Fig. 1: metal 1
Scale bar: 20 microns. Supply wires on this layer in grey.
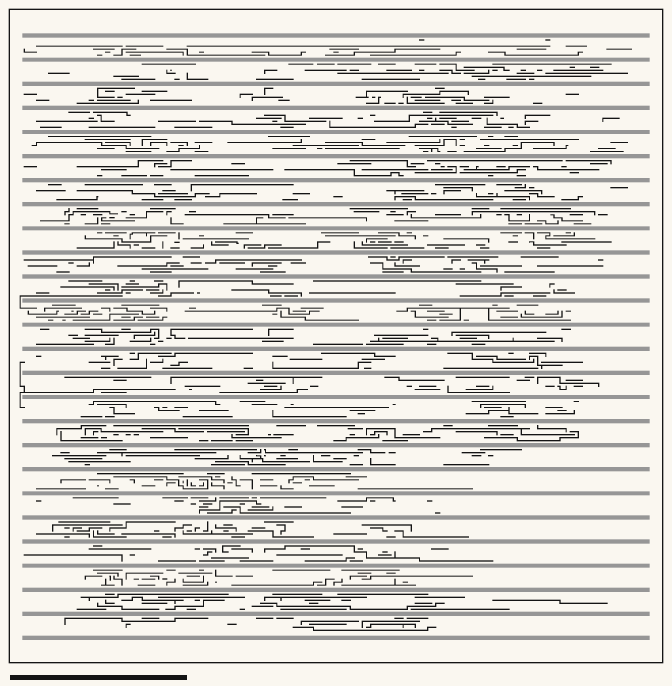
Fig. 2: metal 2
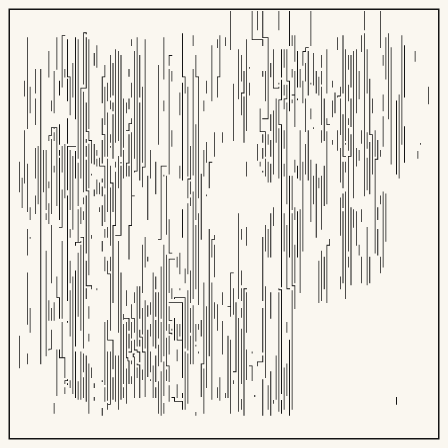
Fig. 3: the metal 3 layer
Scale bar: 20 microns.
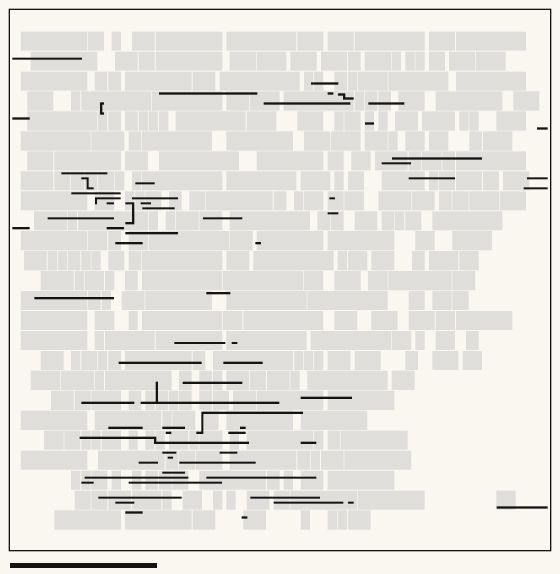
Fig. 4: M4 wires
Supply wires on this layer in grey.
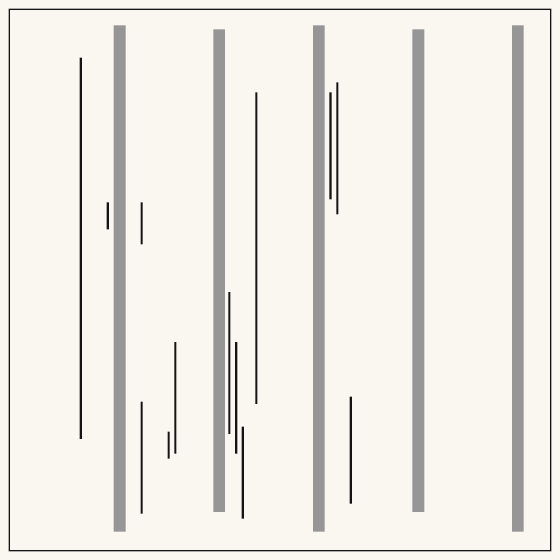
===== config.mk =====
export PLATFORM = sky130hd
export DESIGN_NAME = ps2_keypad_flat
export DESIGN_NICKNAME = d
export VERILOG_FILES = /design/src/rtl/ps2_keypad_pkg.sv /design/src/rtl/ps2_keypad_if.sv /design/src/rtl/ps2_keypad_rx_frame.sv /design/src/rtl/ps2_keypad.sv /design/src/flat_wrapper.sv
export SDC_FILE = /design/constraint.sdc
export NUM_CORES = 1
export LEC_CHECK = 0
export ABC_AREA = 0
export CAP_MARGIN = 20
export CORE_UTILIZATION = 64
export CTS_BUF_LIST = sky130_fd_sc_hd__clkbuf_16
export CTS_CLUSTER_SIZE = 25
export DETAILED_ROUTE_END_ITERATION = 12
export GPL_ROUTABILITY_DRIVEN = 0
export PLACE_DENSITY = 0.93
export SETUP_SLACK_MARGIN = 0.2
export SKIP_CTS_REPAIR_TIMING = 1
export SLEW_MARGIN = 20
export SYNTH_ARGS = -nofsm -noshare
export SYNTH_HDL_FRONTEND = slang
export SYNTH_SLANG_ARGS = --single-unit

===== constraint.sdc =====
create_clock -name clk -period 4.3 [get_ports clk]
set_input_delay 0.86 -clock clk [delete_from_list [all_inputs] [get_ports clk]]
set_output_delay 0.86 -clock clk [all_outputs]
set_load 0.05 [all_outputs]

===== src/rtl/ps2_keypad_pkg.sv =====
// ps2_keypad_pkg
//   Shared definitions for the PS/2 keypad path: scancode constants, the
//   KEYINPUT bit map (also used by io_register), decoder state encoding and
//   the scancode -> key bit lookup.
package ps2_keypad_pkg;

  // Scancode prefixes
  localparam logic [7:0] SC_EXT   = 8'hE0;
  localparam logic [7:0] SC_BRK   = 8'hF0;

  // Normal-table scancodes
  localparam logic [7:0] SC_A     = 8'h22;
  localparam logic [7:0] SC_B     = 8'h1A;
  localparam logic [7:0] SC_SEL   = 8'h66;
  localparam logic [7:0] SC_START = 8'h5A;
  localparam logic [7:0] SC_R     = 8'h1B;
  localparam logic [7:0] SC_L     = 8'h1C;

  // Extended-table scancodes (preceded by E0)
  localparam logic [7:0] SC_RIGHT = 8'h74;
  localparam logic [7:0] SC_LEFT  = 8'h6B;
  localparam logic [7:0] SC_UP    = 8'h75;
  localparam logic [7:0] SC_DOWN  = 8'h72;

  // KEYINPUT bit indices (bit=1 released, bit=0 pressed)
  localparam logic [3:0] KEY_A     = 4'd0;
  localparam logic [3:0] KEY_B     = 4'd1;
  localparam logic [3:0] KEY_SEL   = 4'd2;
  localparam logic [3:0] KEY_START = 4'd3;
  localparam logic [3:0] KEY_RIGHT = 4'd4;
  localparam logic [3:0] KEY_LEFT  = 4'd5;
  localparam logic [3:0] KEY_UP    = 4'd6;
  localparam logic [3:0] KEY_DOWN  = 4'd7;
  localparam logic [3:0] KEY_R     = 4'd8;
  localparam logic [3:0] KEY_L     = 4'd9;

  localparam logic [9:0] KEYINPUT_RST = 10'h3FF;

  // Bit counter value of the stop bit (start=0 .. stop=10)
  localparam logic [3:0] FRAME_LAST = 4'd10;

  typedef enum logic [1:0] {
    ST_IDLE   = 2'd0,
    ST_EXT    = 2'd1,
    ST_BRK    = 2'd2,
    ST_EXTBRK = 2'd3
  } dec_state_t;

  typedef struct packed {
    logic       hit;
    logic [3:0] idx;
  } key_hit_t;

  // Normal and extended tables are disjoint: a normal code after E0 misses.
  function automatic key_hit_t key_lookup(input logic [7:0] code, input logic ext);
    key_hit_t h;
    h.hit = 1'b1;
    h.idx = 4'd0;
    if (!ext) begin
      case (code)
        SC_A:     h.idx = KEY_A;
        SC_B:     h.idx = KEY_B;
        SC_SEL:   h.idx = KEY_SEL;
        SC_START: h.idx = KEY_START;
        SC_R:     h.idx = KEY_R;
        SC_L:     h.idx = KEY_L;
        default:  h.hit = 1'b0;
      endcase
    end else begin
      case (code)
        SC_RIGHT: h.idx = KEY_RIGHT;
        SC_LEFT:  h.idx = KEY_LEFT;
        SC_UP:    h.idx = KEY_UP;
        SC_DOWN:  h.idx = KEY_DOWN;
        default:  h.hit = 1'b0;
      endcase
    end
    return h;
  endfunction

endpackage


===== src/rtl/ps2_keypad_if.sv =====
// ps2_keypad_if
//   Bundles the PS/2 line inputs and the keypad outputs.
//   master: PS/2 device / system side (drives ps2_clk, ps2_data)
//   slave : ps2_keypad (drives keyinput, key_irq, frame_err)
interface ps2_keypad_if;
  logic       ps2_clk;
  logic       ps2_data;
  logic [9:0] keyinput;
  logic       key_irq;
  logic       frame_err;

  modport master (
    output ps2_clk,
    output ps2_data,
    input  keyinput,
    input  key_irq,
    input  frame_err
  );

  modport slave (
    input  ps2_clk,
    input  ps2_data,
    output keyinput,
    output key_irq,
    output frame_err
  );
endinterface


===== src/rtl/ps2_keypad_rx_frame.sv =====
// ps2_rx_frame
//   PS/2 frame receiver: 2-FF synchronisers, ps2_clk glitch filter, falling
//   edge strobe, 11-bit frame assembly, odd parity / stop check, idle timeout.
// Ports
//   clk, rstn     system clock, async active-low reset
//   i_ps2_clk     raw PS/2 clock (asynchronous)
//   i_ps2_data    raw PS/2 data (asynchronous)
//   o_byte_valid  1-cycle pulse, cycle after the stop-bit strobe, good frame
//   o_byte        received byte, valid with o_byte_valid
//   o_frame_err   1-cycle pulse, same timing, parity or stop error
module ps2_rx_frame
  import ps2_keypad_pkg::*;
#(
  parameter int FILTER_LEN  = 8,
  parameter int TIMEOUT_CYC = 100000
) (
  input  logic       clk,
  input  logic       rstn,
  input  logic       i_ps2_clk,
  input  logic       i_ps2_data,
  output logic       o_byte_valid,
  output logic [7:0] o_byte,
  output logic       o_frame_err
);

  localparam int FW = $clog2(FILTER_LEN + 1);
  localparam int IW = $clog2(TIMEOUT_CYC + 1);

  logic          r_clk_s1, r_clk_s2, r_dat_s1, r_dat_s2;
  logic          r_clk_filt;
  logic [FW-1:0] r_filt_cnt;
  logic [3:0]    r_bitcnt;
  logic [8:0]    r_shift;
  logic [IW-1:0] r_idle;
  logic          w_accept;
  logic          w_strobe;

  // A new level is accepted on the FILTER_LEN-th consecutive differing sample.
  assign w_accept = (r_clk_s2 != r_clk_filt) && (r_filt_cnt == FW'(FILTER_LEN - 1));
  assign w_strobe = w_accept && r_clk_filt;

  // Synchronisers and glitch filter
  always_ff @(posedge clk or negedge rstn) begin
    if (!rstn) begin
      r_clk_s1   <= 1'b1;
      r_clk_s2   <= 1'b1;
      r_dat_s1   <= 1'b1;
      r_dat_s2   <= 1'b1;
      r_clk_filt <= 1'b1;
      r_filt_cnt <= '0;
    end else begin
      r_clk_s1 <= i_ps2_clk;
      r_clk_s2 <= r_clk_s1;
      r_dat_s1 <= i_ps2_data;
      r_dat_s2 <= r_dat_s1;
      if (r_clk_s2 == r_clk_filt) begin
        r_filt_cnt <= '0;
      end else if (w_accept) begin
        r_clk_filt <= r_clk_s2;
        r_filt_cnt <= '0;
      end else begin
        r_filt_cnt <= r_filt_cnt + 1'b1;
      end
    end
  end

  // Frame control: bit counter, validity pulses, idle timeout
  always_ff @(posedge clk or negedge rstn) begin
    if (!rstn) begin
      r_bitcnt     <= '0;
      r_idle       <= '0;
      o_byte_valid <= 1'b0;
      o_frame_err  <= 1'b0;
    end else begin
      o_byte_valid <= 1'b0;
      o_frame_err  <= 1'b0;
      if (w_strobe) begin
        r_idle <= '0;
        if (r_bitcnt == 4'd0) begin
          // A start bit sampled high is line noise; stay idle.
          if (!r_dat_s2) r_bitcnt <= 4'd1;
        end else if (r_bitcnt == FRAME_LAST) begin
          r_bitcnt <= '0;
          // r_shift holds data[7:0] and parity; odd overall parity required.
          if (r_dat_s2 && (^r_shift)) o_byte_valid <= 1'b1;
          else                        o_frame_err  <= 1'b1;
        end else begin
          r_bitcnt <= r_bitcnt + 4'd1;
        end
      end else if (r_bitcnt != 4'd0) begin
        if (r_idle == IW'(TIMEOUT_CYC - 1)) begin
          r_bitcnt <= '0;
          r_idle   <= '0;
        end else begin
          r_idle <= r_idle + 1'b1;
        end
      end
    end
  end

  // Data path: LSB-first shift of data bits and parity; no reset needed.
  always_ff @(posedge clk) begin
    if (w_strobe && (r_bitcnt != 4'd0) && (r_bitcnt != FRAME_LAST))
      r_shift <= {r_dat_s2, r_shift[8:1]};
    if (w_strobe && (r_bitcnt == FRAME_LAST))
      o_byte <= r_shift[7:0];
  end

endmodule


===== src/rtl/ps2_keypad.sv =====
// ps2_keypad
//   PS/2 keyboard receiver and GBA keypad mapper. Decodes make/break/E0
//   scancode sequences into the KEYINPUT-format key bus.
// Ports
//   clk            system clock
//   rstn           async active-low reset
//   bus (slave)    ps2_clk, ps2_data in; keyinput[9:0], key_irq, frame_err out
//     keyinput  bit=1 released, 0 pressed; [0]A [1]B [2]Sel [3]Start
//               [4]Right [5]Left [6]Up [7]Down [8]R [9]L
//     key_irq   1-cycle pulse when any keyinput bit goes 1->0
//     frame_err 1-cycle pulse on parity or stop-bit error
module ps2_keypad
  import ps2_keypad_pkg::*;
#(
  parameter int FILTER_LEN  = 8,
  parameter int TIMEOUT_CYC = 100000
) (
  input  logic         clk,
  input  logic         rstn,
  ps2_keypad_if.slave  bus
);

  logic       w_byte_valid;
  logic [7:0] w_byte;
  logic       w_frame_err;

  dec_state_t r_state, w_state_nxt;
  logic [9:0] r_key, w_key_nxt;
  logic       r_irq, w_irq_nxt;
  logic       w_apply, w_make, w_ext;
  key_hit_t   w_hit;

  ps2_rx_frame #(
    .FILTER_LEN  (FILTER_LEN),
    .TIMEOUT_CYC (TIMEOUT_CYC)
  ) u_rx (
    .clk          (clk),
    .rstn         (rstn),
    .i_ps2_clk    (bus.ps2_clk),
    .i_ps2_data   (bus.ps2_data),
    .o_byte_valid (w_byte_valid),
    .o_byte       (w_byte),
    .o_frame_err  (w_frame_err)
  );

  always_ff @(posedge clk or negedge rstn) begin
    if (!rstn) begin
      r_state <= ST_IDLE;
      r_key   <= KEYINPUT_RST;
      r_irq   <= 1'b0;
    end else begin
      r_state <= w_state_nxt;
      r_key   <= w_key_nxt;
      r_irq   <= w_irq_nxt;
    end
  end

  always_comb begin
    w_state_nxt = r_state;
    w_key_nxt   = r_key;
    w_irq_nxt   = 1'b0;
    w_apply     = 1'b0;
    w_make      = 1'b0;
    w_ext       = 1'b0;
    if (w_byte_valid) begin
      case (r_state)
        ST_IDLE: begin
          if (w_byte == SC_EXT)      w_state_nxt = ST_EXT;
          else if (w_byte == SC_BRK) w_state_nxt = ST_BRK;
          else begin
            w_apply = 1'b1;
            w_make  = 1'b1;
          end
        end
        ST_EXT: begin
          if (w_byte == SC_BRK) w_state_nxt = ST_EXTBRK;
          else begin
            w_apply     = 1'b1;
            w_make      = 1'b1;
            w_ext       = 1'b1;
            w_state_nxt = ST_IDLE;
          end
        end
        ST_BRK: begin
          w_apply     = 1'b1;
          w_state_nxt = ST_IDLE;
        end
        ST_EXTBRK: begin
          w_apply     = 1'b1;
          w_ext       = 1'b1;
          w_state_nxt = ST_IDLE;
        end
        default: w_state_nxt = ST_IDLE;
      endcase
    end
    w_hit = key_lookup(w_byte, w_ext);
    if (w_apply && w_hit.hit) begin
      // A typematic repeat finds the bit already 0, so no irq is raised.
      w_key_nxt[w_hit.idx] = ~w_make;
      w_irq_nxt            = w_make && r_key[w_hit.idx];
    end
  end

  assign bus.keyinput  = r_key;
  assign bus.key_irq   = r_irq;
  assign bus.frame_err = w_frame_err;

endmodule


===== src/flat_wrapper.sv =====
// flat-port wrapper written by rule: the top's interface ports become plain ports
module ps2_keypad_flat import ps2_keypad_pkg::*;
#(
  parameter int FILTER_LEN  = 8,
  parameter int TIMEOUT_CYC = 100000
)
  (clk, rstn, bus_ps2_clk, bus_ps2_data, bus_keyinput, bus_key_irq, bus_frame_err);
  ps2_keypad_if bus_i ();
  input  logic clk;
  input  logic rstn;
  input wire logic [$bits(bus_i.ps2_clk)-1:0] bus_ps2_clk;
  input wire logic [$bits(bus_i.ps2_data)-1:0] bus_ps2_data;
  output wire logic [$bits(bus_i.keyinput)-1:0] bus_keyinput;
  output wire logic [$bits(bus_i.key_irq)-1:0] bus_key_irq;
  output wire logic [$bits(bus_i.frame_err)-1:0] bus_frame_err;
  assign bus_i.ps2_clk = bus_ps2_clk;
  assign bus_i.ps2_data = bus_ps2_data;
  assign bus_keyinput = bus_i.keyinput;
  assign bus_key_irq = bus_i.key_irq;
  assign bus_frame_err = bus_i.frame_err;
  ps2_keypad #(.FILTER_LEN(FILTER_LEN), .TIMEOUT_CYC(TIMEOUT_CYC)) u_core (.clk(clk), .rstn(rstn), .bus(bus_i));
endmodule

==> flow_summary.toml <==
# physical design summary
[route]
wl_per_cell_microns = 18.10
final_antenna_net_count = 0
drt-total-wl_microns = 7149
drc = 0

[final_timing]
finalMaxSlewViolations = 0
final_hold_viol_count = 0
setup-tns-final_ns = 0
period_needed_ns = 2.677
finalClockPeriodUsage_pct = 62.25

[yosys]
ys_cells = 302
avgSynthCellArea_sq_um = 10.87
netlist_instances = 302
ys_sh_mux_pct = 5.071
synthArstFlopShare_pct = 72.58
yosysUniqueCellTypes = 64
ys.flop_type = "dfrtp_1"
synth_warnings = 0

[finish]
diodes = 0
utilization_pct = 78.13
nNetsFinal = 332
nFillCells = 290

[critical_path]
critPathRequiredTime_ns = 4.50
critPathLaunchType = "register"
cp.arrival_ns = 2.88
worstPathMaxFanout = 9

[status]
status = "finished, final reports clean"

[pwr]
power-per-cell-area_nw_per_um2 = 369.4
vdd_drop_max_v = 0.0003665

[die]
initial_core_util_pct = 68.13
die-area_sq_um = 5418
pin_count = 16

[placed_design]
port_buffers = 15

[global_routing]
grt_pass1_vias = 2388
track_usage_pct = 29.54
grt_overflow = 0
grt_max_degree = 46

[clock_network]
cts-root-buf = "clkbuf_16"
htree_num_levels = 3

[run]
maxCapViolCount = 0
Back to the opening pictures, Fig. 1:
- nets with wire on the layer: 312
- main direction: horizontal
- share of all routed wire: 43%

Back to the opening pictures, Fig. 2:
- longest straight run: 50.7 microns
- main direction: vertical

Back to the opening pictures, Fig. 3:
- wire length on this layer: 379 microns
- longest straight run: 18.6 microns
- main direction: horizontal
- share of all routed wire: 5.3%
- nets with wire on the layer: 49

Back to the opening pictures, Fig. 4:
- nets with wire on the layer: 12
- wire length on this layer: 229 microns
- main direction: vertical

## worst max-delay path, stage by stage (launching register included)
cell and delay (ns):
dfrtp_1 0.43, inv_1 0.12, ha_1 0.16, nor3b_1 0.67
o21ai_1 0.49, nand2b_1 0.31, nor2_1 0.11, xnor2_1 0.21
nor2_1 0.06
## cells by family (layout without fill, tap and decap cells)
logic type,count (synthesis),in the layout
AND/OR/NAND/NOR,138,138
flip-flops,62,62
AND-OR/OR-AND,48,48
XOR/XNOR,19,19
buffers and inverters,16,42
multiplexers,14,14
adder cells (fa/ha/maj),5,5
## layout make-up
cell class / count / area, sq um / area share [%]
clock inverters: 6 / 35.03 / 0.9309
repair buffers: 15 / 147.6 / 3.923
well taps: 67 / 83.83 / 2.227
clock buffers: 10 / 250.2 / 6.649
flip-flops and latches: 62 / 1655 / 43.98
multi-input cells: 224 / 1550 / 41.19
inverters: 11 / 41.29 / 1.097
## where the power goes
| part | switching [mW] | internal, mW |
|---|---|---|
| clock network | 0.261 | 0.421 |
| logic | 0.0370 | 0.0240 |
| registers | 0.0195 | 0.628 |
## cells in the final DEF (no fill, tap or decap), drive strengths merged, types with 3 or more instances in the layout
cell type and instances:
nor3 12, nand2 29, clkbuf 10, a31oi 5, clkdlybuf4s50 14, edfxtp 17, or4 3, and3 5
o21a 3, dfstp 15, nand2b 4, mux2 11, nor3b 7, o211ai 3, inv 13, nand3 8
nor2 33, xor2 6, and3b 6, a21oi 10, o21ai 11, nand3b 5, xnor2 13, dfrtp 30
ha 5, nand4 4, a22o 4
## per-stage QoR
stage	power [mW]	worst slack, ns
finish	1.390	1.623
global route	1.423	1.461
CTS	1.391	1.712
detailed placement	0.7104	1.831
global placement	0.7030	1.891
floorplan	0.6857	1.918
## sequential cells by signal, summed over array words and instances (netlist names), 2 cells and up
register,count
u_core.bus.keyinput,10
u_core.r_state,2
u_core.u_rx.o_byte,8
u_core.u_rx.r_bitcnt,4
u_core.u_rx.r_filt_cnt,4
u_core.u_rx.r_idle,17
u_core.u_rx.r_shift,9
## routing by layer
layer	vias up	part of all wire (%)	global-route usage (%)
met5	-	0	0
met4	0	3.2	14.74
met3	28	5.3	6.036
met2	117	49	48.22
met1	1182	43	37.62
li1	1143	-	-
## final timing paths
path	cells after the start	slack, ns	from	to
min reg2reg	0	0.36	u_core.u_rx.r_dat_s1	u_core.u_rx.r_dat_s2
max in group asynchronous	1	3.38	rstn	u_core.bus.keyinput[2]
max	8	1.62	u_core.u_rx.r_bitcnt[0]	u_core.u_rx.r_idle[10]
max reg2reg	8	1.62	u_core.u_rx.r_bitcnt[0]	u_core.u_rx.r_idle[10]
min in group asynchronous	1	0.53	rstn	u_core.u_rx.r_idle[8]
min	0	0.36	u_core.u_rx.r_dat_s1	u_core.u_rx.r_dat_s2
Power is estimated from default activity; no workload was simulated.
